`src/rtl/serial_pattern_tx.sv`:
```
// serial_pattern_tx: captures a pattern on start and shifts it out MSB first, repeating frames with idle gaps
module serial_pattern_tx #(
    parameter int WIDTH      = 4,
    parameter int GAP_CYCLES = 2
) (
    input  logic             clk,
    input  logic             reset,
    input  logic             start,
    input  logic [WIDTH-1:0] pattern,
    input  logic [3:0]       repeats,
    output logic             ready,
    output logic             y,
    output logic             y_valid,
    output logic             done,
    output logic [7:0]       frame_count
);
    localparam int BW = $clog2(WIDTH);
    typedef enum logic [1:0] {IDLE, SHIFT, GAP, DONE} state_t;
    state_t           state_q, state_d;
    logic [WIDTH-1:0] sh_q, sh_d, hold_q, hold_d;
    logic [BW-1:0]    bit_q, bit_d;
    logic [3:0]       rep_q, rep_d, gap_q, gap_d;
    logic [7:0]       fc_q, fc_d;
    // Outputs decode only registered state, so they never follow the inputs combinationally
    assign ready       = state_q == IDLE;
    assign y_valid     = state_q == SHIFT;
    assign y           = state_q == SHIFT && sh_q[WIDTH-1];
    assign done        = state_q == DONE;
    assign frame_count = fc_q;
    // State and datapath registers, cleared asynchronously
    always_ff @(posedge clk or posedge reset) begin
        if (reset) begin
            state_q <= IDLE;
            sh_q    <= '0;
            hold_q  <= '0;
            bit_q   <= '0;
            rep_q   <= '0;
            gap_q   <= '0;
            fc_q    <= '0;
        end else begin
            state_q <= state_d;
            sh_q    <= sh_d;
            hold_q  <= hold_d;
            bit_q   <= bit_d;
            rep_q   <= rep_d;
            gap_q   <= gap_d;
            fc_q    <= fc_d;
        end
    end
    // Next-state logic: capture on start, shift frames, insert gaps, pulse done
    always_comb begin
        state_d = state_q;
        sh_d    = sh_q;
        hold_d  = hold_q;
        bit_d   = bit_q;
        rep_d   = rep_q;
        gap_d   = gap_q;
        fc_d    = fc_q;
        case (state_q)
            IDLE: if (start) begin
                sh_d    = pattern;
                hold_d  = pattern;
                rep_d   = (repeats == 4'd0) ? 4'd1 : repeats;
                bit_d   = BW'(WIDTH - 1);
                state_d = SHIFT;
            end
            SHIFT: begin
                sh_d  = {sh_q[WIDTH-2:0], 1'b0};
                bit_d = bit_q - 1'b1;
                if (bit_q == '0) begin
                    fc_d = fc_q + 8'd1;
                    if (rep_q > 4'd1) begin
                        rep_d = rep_q - 4'd1;
                        sh_d  = hold_q;
                        bit_d = BW'(WIDTH - 1);
                        if (GAP_CYCLES > 0) begin
                            gap_d   = 4'(GAP_CYCLES - 1);
                            state_d = GAP;
                        end
                    end else begin
                        state_d = DONE;
                    end
                end
            end
            GAP: begin
                gap_d   = gap_q - 4'd1;
                state_d = (gap_q == 4'd0) ? SHIFT : GAP;
            end
            DONE:    state_d = IDLE;
            default: state_d = IDLE;
        endcase
    end
endmodule

```
`config.mk`:
```
export PLATFORM = sky130hd
export DESIGN_NAME = serial_pattern_tx
export DESIGN_NICKNAME = d
export VERILOG_FILES = /design/src/rtl/serial_pattern_tx.sv
export SDC_FILE = /design/constraint.sdc
export NUM_CORES = 1
export LEC_CHECK = 0
export CORE_MARGIN = 1.5
export CORE_UTILIZATION = 48
export CTS_CLUSTER_DIAMETER = 100
export DETAILED_ROUTE_END_ITERATION = 16
export PLACE_DENSITY_LB_ADDON = 0.2
export SKIP_LAST_GASP = 1
export SYNTH_ARGS = -nofsm -noshare
export SYNTH_HDL_FRONTEND = slang
export SYNTH_SLANG_ARGS = --single-unit
```
`constraint.sdc`:
```
create_clock -name clk -period 1.69 [get_ports clk]
set_clock_uncertainty 0.05 [all_clocks]
set_input_delay 0.2535 -clock clk [delete_from_list [all_inputs] [get_ports clk]]
set_output_delay 0.2535 -clock clk [all_outputs]
set_load 0.005 [all_outputs]
```
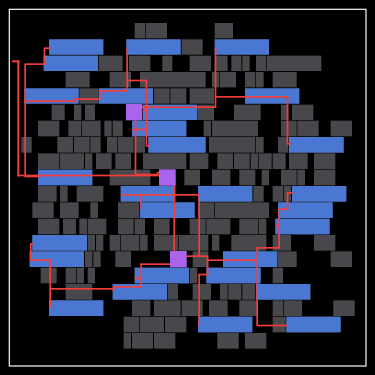
*Clock network drawn from the DEF*
(6 px per um)
[red] clock wires | length: 313 um
[purple] clock drivers | count: 3
[blue] flip-flops | count: 28
routed clock nets	4
clk latency late pin: 0.32 ns
clock share of power: 0.125

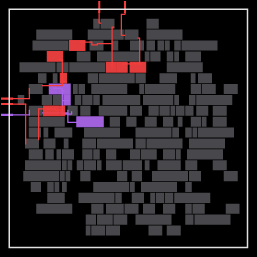
*Nets reached from selected ports*
(4 px per um)
colour	port	bits	direction	edge	end cells	buffers	wire
red	pattern	4	input	2 left, 2 top	8	4	89.3 um
purple	start	1	input	left	4	2	31.4 um
I/O pin count: 23
Port Buf Inserts: 22

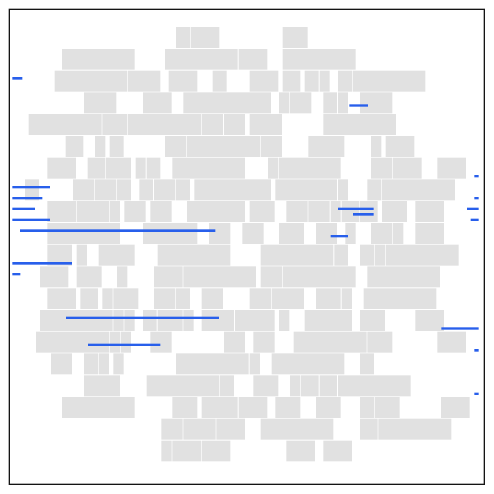
*The metal 3 layer*
(8 px per um)
wire length on this layer	92.7 um
main direction	horizontal

-- per-layer routing --
metal / track usage / vias to the layer above
met5: 0 / -
met4: 0.0747 / 0
met3: 0.0284 / 4
met2: 0.330 / 25
met1: 0.259 / 569
li1: - / 554
-- Yosys cell counts, drive strengths merged, types with 2 or more instances --
| cell type | count |
|---|---|
| a31oi | 2 |
| mux2i | 5 |
| nand2 | 5 |
| xnor2 | 7 |
| a21oi | 5 |
| ha | 6 |
| o22ai | 2 |
| o31ai | 2 |
| o32ai | 2 |
| nor3 | 5 |
| dfrtp | 28 |
| inv | 11 |
| buf | 5 |
| nand4 | 2 |
| nand3 | 3 |
| nor2 | 15 |
| nor3b | 3 |
| a22oi | 2 |
| and2 | 3 |
| xor2 | 2 |
| o21ai | 6 |
| mux2 | 5 |
-- sequential cells by signal, indices dropped and copies added (netlist names) --
| signal | flops |
|---|---|
| gap_q | 4 |
| state_q | 2 |
| sh_q | 4 |
| frame_count | 8 |
| rep_q | 4 |
| bit_q | 2 |
| hold_q | 4 |
-- cell usage in the layout (no fill, tap or decap), types with 2 or more instances in the layout --
cell	count
xnor2_1	7
o22ai_1	2
dlygate4sd2_1	2
clkbuf_4	3
ha_4	2
buf_4	14
a22oi_1	2
nor3b_1	2
nand3_1	3
xor2_1	2
mux2i_1	5
a21oi_1	5
inv_1	8
nand4_1	2
nand2_1	5
nor3_1	5
a31oi_1	2
mux2_2	5
ha_1	4
and2_2	2
inv_2	2
clkdlybuf4s50_1	18
o21ai_0	6
nor2_4	2
dfrtp_1	27
nor2_1	13
-- cells by family (layout without fill, tap and decap cells) --
family                   count (synthesis)  in the layout  share of synthesized area
flip-flops                              28             28                      0.462
buffers and inverters                   17             53                     0.0726
adder cells (fa/ha/maj)                  6              6                     0.0495
XOR/XNOR                                 9              9                     0.0520
AND-OR/OR-AND                           26             26                      0.134
AND/OR/NAND/NOR                         42             42                      0.159
multiplexers                            10             10                     0.0701
-- layout make-up --
class	instances	area (um^2)
clock buffers	3	22.5
multi-input cells	93	738
repair buffers	38	349
flip-flops and latches	28	702
inverters	11	46.3
clock inverters	1	30.0
fillers	266	1080
well taps	44	55.1
-- where the power goes --
group	switching (W)	leakage [nW]	total, W	internal (W)
logic	0.000868	0.506	0.00185	0.000986
registers	0.000253	0.346	0.00121	0.000957
clock network	0.000197	0.0279	0.000437	0.000240
-- what timing repair did --
action	4_1_cts	5_1_grt
pin swaps	0	4
endpoints found under the setup margin	5	11
gates cloned	0	0
resized	6	11
buffers inserted	0	6
-- worst min-delay path, delay by kind of cell --
| family | cells | cell delay (ns) |
|---|---|---|
| buf+inv | 3 | 0.78 |
-- stage by stage --
| stage | setup slack [ns] | power (W) | hold WS (ns) |
|---|---|---|---|
| 2_1_floorplan | 0.112 | 0.00240 | 0.269 |
| 3_3_place_gp | 0.0469 | 0.00284 | 0.411 |
| 3_5_place_dp | -0.0153 | 0.00291 | 0.424 |
| 4_1_cts | -0.0191 | 0.00334 | 0.219 |
| 5_1_grt | -0.0546 | 0.00380 | 0.236 |
| 6_report | 0.0294 | 0.00350 | 0.224 |
==> flow_metrics.py <==
# Flow results
metrics = {
    "outcome": {
        "result_of_the_run": "finished clean",
    },
    "grt": {
        "antenna_violations_before_repair": 0,
        "grt_remaining_overflow": 0,
    },
    "route": {
        "routed_wire_length_per_instance_um": 13.5,
        "routed-wl-met3_um": 92,
        "post_drt_via_cell_ratio": 5.28,
        "dr.pass1.iters": 4,
    },
    "worst_setup_path": {
        "timing.critical_path.mode_cell": "nor2_4",
        "r2r_cells": 6,
        "critical_path_depth": 6,
        "worstPathCellList": "inv_2, ha_4, nor2_4, o311a_4, nor2_4, mux2i_1",
        "rr_startpoint": "rep_q[1]$_DFFE_PP0P_",
        "crit_arrival_ns": 1.87,
    },
    "clocking": {
        "cts_made_buffers": 3,
        "cts_tree": "built",
        "clock-sinks": 28,
    },
    "floorplanning": {
        "initCoreUtil": 0.501,
        "placement_rows": 20,
        "chipArea_um2": 3510,
    },
    "timing": {
        "final_period_minus_worst_setup_slack_ns": 1.66,
        "timing.slew.headroom": 0.764,
        "setup-violations-final": 0,
        "final.period_utilization": 0.983,
        "unrepaired_setup_endpoints_after_global_routing": "yes",
    },
    "placed_design": {
        "dpl-instance-area_um2": 1820,
    },
    "finish": {
        "antenna_cells": 0,
    },
    "synthesis": {
        "synth.lib_cells_used.distinct": 41,
        "net_count_of_the_mapped_netlist": 155,
        "yosysTopAreaCell": "dfrtp_1",
        "synthesis.instances": 138,
        "synth-edff-count": 0,
        "yosys_cells": 138,
    },
}
No activity file was given, so power comes from the tool's default toggle rates.
